==> src/rtl/imem_dmem_arbiter.sv <==
// imem_dmem_arbiter: shares one single-port, variable-latency word memory
// between instruction fetch and the memory-access stage. One transaction is
// in flight at a time, data wins over fetch, and the freeze outputs hold the
// pipeline until the owning access completes. A branch flush that lands on an
// in-flight fetch lets the read finish but throws its data away.
module imem_dmem_arbiter #(
    parameter int ADDR_W = 32,
    parameter int DATA_W = 32
) (
    input  logic              clk,
    input  logic              rst,
    // fetch stage
    input  logic              if_req,
    input  logic [ADDR_W-1:0] if_addr,
    input  logic              flush,
    output logic [DATA_W-1:0] if_inst,
    output logic              if_freeze,
    // memory stage
    input  logic              mem_rd_en,
    input  logic              mem_wr_en,
    input  logic [ADDR_W-1:0] mem_addr,
    input  logic [DATA_W-1:0] mem_wdata,
    output logic [DATA_W-1:0] mem_rdata,
    output logic              mem_freeze,
    // shared memory port
    output logic              sram_req,
    output logic              sram_we,
    output logic [ADDR_W-3:0] sram_addr,
    output logic [DATA_W-1:0] sram_wdata,
    input  logic [DATA_W-1:0] sram_rdata,
    input  logic              sram_ready
);

    typedef enum logic [2:0] {
        S_IDLE,
        S_DATA,
        S_FETCH,
        S_FDROP,
        S_DDONE,
        S_FDONE
    } state_t;

    state_t             r_state;
    logic               r_sram_req;
    logic               r_sram_we;
    logic [ADDR_W-3:0]  r_sram_addr;
    logic [DATA_W-1:0]  r_sram_wdata;
    logic [DATA_W-1:0]  r_if_inst;
    logic [DATA_W-1:0]  r_mem_rdata;

    logic               w_mem_req;
    logic               w_mem_freeze;
    logic               w_if_freeze;
    // Byte-offset bits are dropped: both requesters are word-aligned.
    logic               w_unused;

    assign w_unused = ^{if_addr[1:0], mem_addr[1:0]};

    // Freeze is released only in the single DONE cycle of the owner's access.
    assign w_mem_req    = mem_rd_en | mem_wr_en;
    assign w_mem_freeze = w_mem_req & (r_state != S_DDONE);
    assign w_if_freeze  = w_mem_freeze | (if_req & (r_state != S_FDONE));

    // Sequencer: issues one latched transaction at a time and captures results.
    always_ff @(posedge clk) begin
        if (rst) begin
            r_state      <= S_IDLE;
            r_sram_req   <= 1'b0;
            r_sram_we    <= 1'b0;
            r_sram_addr  <= '0;
            r_sram_wdata <= '0;
            r_if_inst    <= '0;
            r_mem_rdata  <= '0;
        end else begin
            case (r_state)
                S_IDLE: begin
                    if (w_mem_req) begin
                        r_sram_req   <= 1'b1;
                        r_sram_we    <= mem_wr_en;
                        r_sram_addr  <= mem_addr[ADDR_W-1:2];
                        r_sram_wdata <= mem_wdata;
                        r_state      <= S_DATA;
                    end else if (if_req && !flush) begin
                        r_sram_req   <= 1'b1;
                        r_sram_we    <= 1'b0;
                        r_sram_addr  <= if_addr[ADDR_W-1:2];
                        r_sram_wdata <= '0;
                        r_state      <= S_FETCH;
                    end
                end
                S_DATA: begin
                    if (sram_ready) begin
                        if (!r_sram_we)
                            r_mem_rdata <= sram_rdata;
                        r_sram_req <= 1'b0;
                        r_state    <= S_DDONE;
                    end
                end
                S_FETCH: begin
                    // Completion wins over a same-cycle flush; the fetch stage
                    // then loads the branch target rather than PC+4.
                    if (sram_ready) begin
                        r_if_inst  <= sram_rdata;
                        r_sram_req <= 1'b0;
                        r_state    <= S_FDONE;
                    end else if (flush) begin
                        r_state <= S_FDROP;
                    end
                end
                S_FDROP: begin
                    // Stale read still runs to completion; its data is ignored.
                    if (sram_ready) begin
                        r_sram_req <= 1'b0;
                        r_state    <= S_IDLE;
                    end
                end
                S_DDONE: r_state <= S_IDLE;
                S_FDONE: r_state <= S_IDLE;
                default: begin
                    r_sram_req <= 1'b0;
                    r_state    <= S_IDLE;
                end
            endcase
        end
    end

    assign sram_req   = r_sram_req;
    assign sram_we    = r_sram_we;
    assign sram_addr  = r_sram_addr;
    assign sram_wdata = r_sram_wdata;
    assign if_inst    = r_if_inst;
    assign mem_rdata  = r_mem_rdata;
    assign if_freeze  = w_if_freeze;
    assign mem_freeze = w_mem_freeze;

endmodule

==> config.mk <==
export PLATFORM = sky130hd
export DESIGN_NAME = imem_dmem_arbiter
export DESIGN_NICKNAME = d
export VERILOG_FILES = /design/src/rtl/imem_dmem_arbiter.sv
export SDC_FILE = /design/constraint.sdc
export NUM_CORES = 1
export LEC_CHECK = 0
export ABC_AREA = 0
export CAP_MARGIN = 20
export CORE_ASPECT_RATIO = 0.8
export CORE_MARGIN = 5
export CORE_UTILIZATION = 43
export DETAILED_ROUTE_END_ITERATION = 6
export PLACE_DENSITY_LB_ADDON = 0.1
export SETUP_SLACK_MARGIN = 0.05
export SYNTH_ARGS = -nofsm -noshare
export SYNTH_HDL_FRONTEND = slang
export SYNTH_SLANG_ARGS = --single-unit
export TNS_END_PERCENT = 1
==> constraint.sdc <==
create_clock -name clk -period 2.55 [get_ports clk]
set_clock_uncertainty 0.15 [all_clocks]
set_input_delay 0.255 -clock clk [delete_from_list [all_inputs] [get_ports clk]]
set_output_delay 0.255 -clock clk [all_outputs]
set_load 0.01 [all_outputs]
==> flow_summary.ini <==
; flow metrics
[critical_path]
required_ns = 2.14

[placement]
dp_cells = 967
dpl_cell_area_um2 = 7770
detailed_place_hpwl_um = 11600
preCtsSetupSlack_ns = 0.182

[global_route]
busiest_layer = met2
use_met1 = 0.265
grt_first_pass_wirelength_um = 26100

[cells_and_area]
diodes = 0
final_cell_mix = 259 x clkdlybuf4s50_1, 162 x nand2_1, 130 x dfxtp_1
final_common_cell = clkdlybuf4s50_1

[sta]
slew_viol_final = 0
hold_viol = 0
holdWs_ns = 0.200
worstMarginPinSlew_ns = 0.560
setup_ws_ns = 0.136
final.setup.tns_ns = 0
rsz0062_at_grt = false
fin_crit_sh = 0.947

[run_status]
status = finished, final reports clean

[synth]
ys_cells = 597
synthesis.instances = 597
ys_area_um2 = 5080
synth_area_um2 = 5080
numSynthFlops = 131

[min_path]
min_path_type = in2reg

[clock_tree]
numClockSinks = 131
hold_buffers = 0
cts_tree = yes

[drt]
vias = 5133
ant_nets = 0
drtPass1Iterations = 5
drt_iter0_markers = 286

[pwr]
peakVddDrop_v = 0.000528

[floorplan]
ioPinCount = 265

[flow_run]
maxCapViolCount = 0
==> per-layer routing <==
| layer | share of wire | vias up |
|---|---|---|
| met2 | 0.49 | 195 |
| met5 | 0 | - |
| li1 | - | 2524 |
| met3 | 0.095 | 22 |
| met1 | 0.39 | 2392 |
| met4 | 0.018 | 0 |
==> report_power, final <==
group	total, uW	switching, uW	internal (uW)
clock	2400	944	1450
sequential	2300	93.8	2210
combinational	1170	541	632
==> cell usage after synthesis <==
master | n | area share
a21oi_1 | 67 | 0.066
a32oi_1 | 1 | 0.0017
nand2b_4 | 1 | 0.0027
clkbuf_1 | 35 | 0.026
nor2_1 | 66 | 0.049
a31oi_1 | 2 | 0.0025
a311oi_2 | 28 | 0.083
buf_1 | 1 | 0.00074
a2111o_1 | 1 | 0.0022
a2111oi_4 | 1 | 0.0054
nor2b_1 | 2 | 0.0025
a311oi_1 | 2 | 0.0034
buf_2 | 12 | 0.012
a22oi_1 | 32 | 0.047
a211oi_1 | 1 | 0.0015
nor4_1 | 1 | 0.0012
nand3_1 | 2 | 0.0020
o21ai_0 | 31 | 0.031
nor3_1 | 3 | 0.0030
nor4_2 | 1 | 0.0025
nand2_1 | 162 | 0.12
inv_1 | 3 | 0.0022
and3_1 | 2 | 0.0025
dfxtp_1 | 131 | 0.52
o22ai_1 | 1 | 0.0012
xnor2_1 | 1 | 0.0017
nor3b_1 | 1 | 0.0015
buf_6 | 3 | 0.0066
buf_4 | 3 | 0.0044
==> layout make-up <==
class	count	area, um^2
inverters	3	11.3
clock inverters	14	155
clock buffers	18	429
fillers	893	3200
flip-flops and latches	131	2620
well taps	148	185
repair buffers	276	2750
multi-input cells	409	2210
==> sequential cells by signal, summed over array words and instances, names as in the netlist <==
signal and count:
if_inst 32, mem_rdata 32, sram_wdata 32, sram_addr 30, r_state 3, sram_req 1
sram_we 1
==> critical path, stage by stage, from the launching register on <==
cell and delay (ns):
dfxtp_1 0.64, inv_1 0.16, a31oi_1 0.20, clkdlybuf4s50_1 0.59
==> stage by stage <==
step                utilization  power, uW
floorplan                     -       2890
global placement          0.672       3490
detailed placement        0.672       3520
CTS                       0.723       5920
global route              0.723       6130
finish                    0.723       5870
==> worst paths after layout <==
| check | slack, ns | end | cells past startpoint |
|---|---|---|---|
| max | 0.14 | mem_freeze | 3 |
| min | 0.20 | if_inst[10] | 2 |
| max reg2reg | 0.68 | sram_addr[8] | 4 |
| min reg2reg | 0.30 | if_inst[25] | 2 |
==> logic make-up after synthesis <==
logic type      count (synthesis)  share of synthesized area
compound gates                167                      0.244
xor+xnor                        1                    0.00172
buf+inv                        57                     0.0517
flops                         131                      0.516
simple gates                  241                      0.186
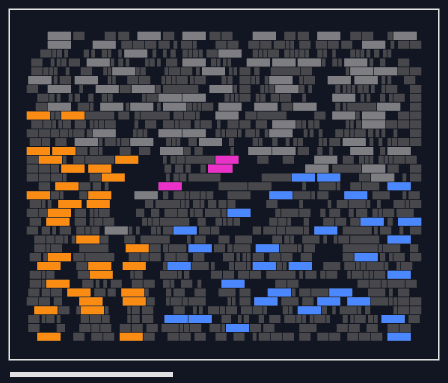
(sequential cells colored by netlist name)
Scale bar: 50 um. Other sequential cells in the stronger gray, the rest of the logic in the fainter gray.
| color | netlist name | placed flops |
|---|---|---|
| magenta | r_state | 3 |
| blue | sram_addr | 30 |
| orange | sram_wdata | 32 |
not colored: 66

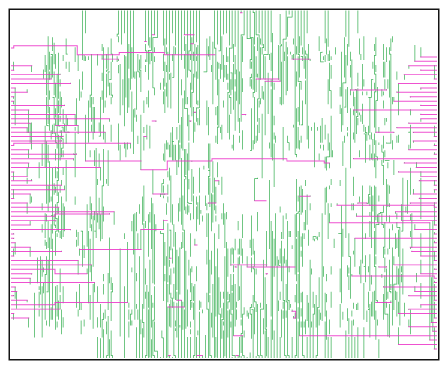
(signal wires by layer)
Two of the layers only.
| color | layer | wire length |
|---|---|---|
| magenta | met3 | 1,570 um |
| green | met2 | 8,170 um |

No activity file was given, so power comes from the tool's default toggle rates.
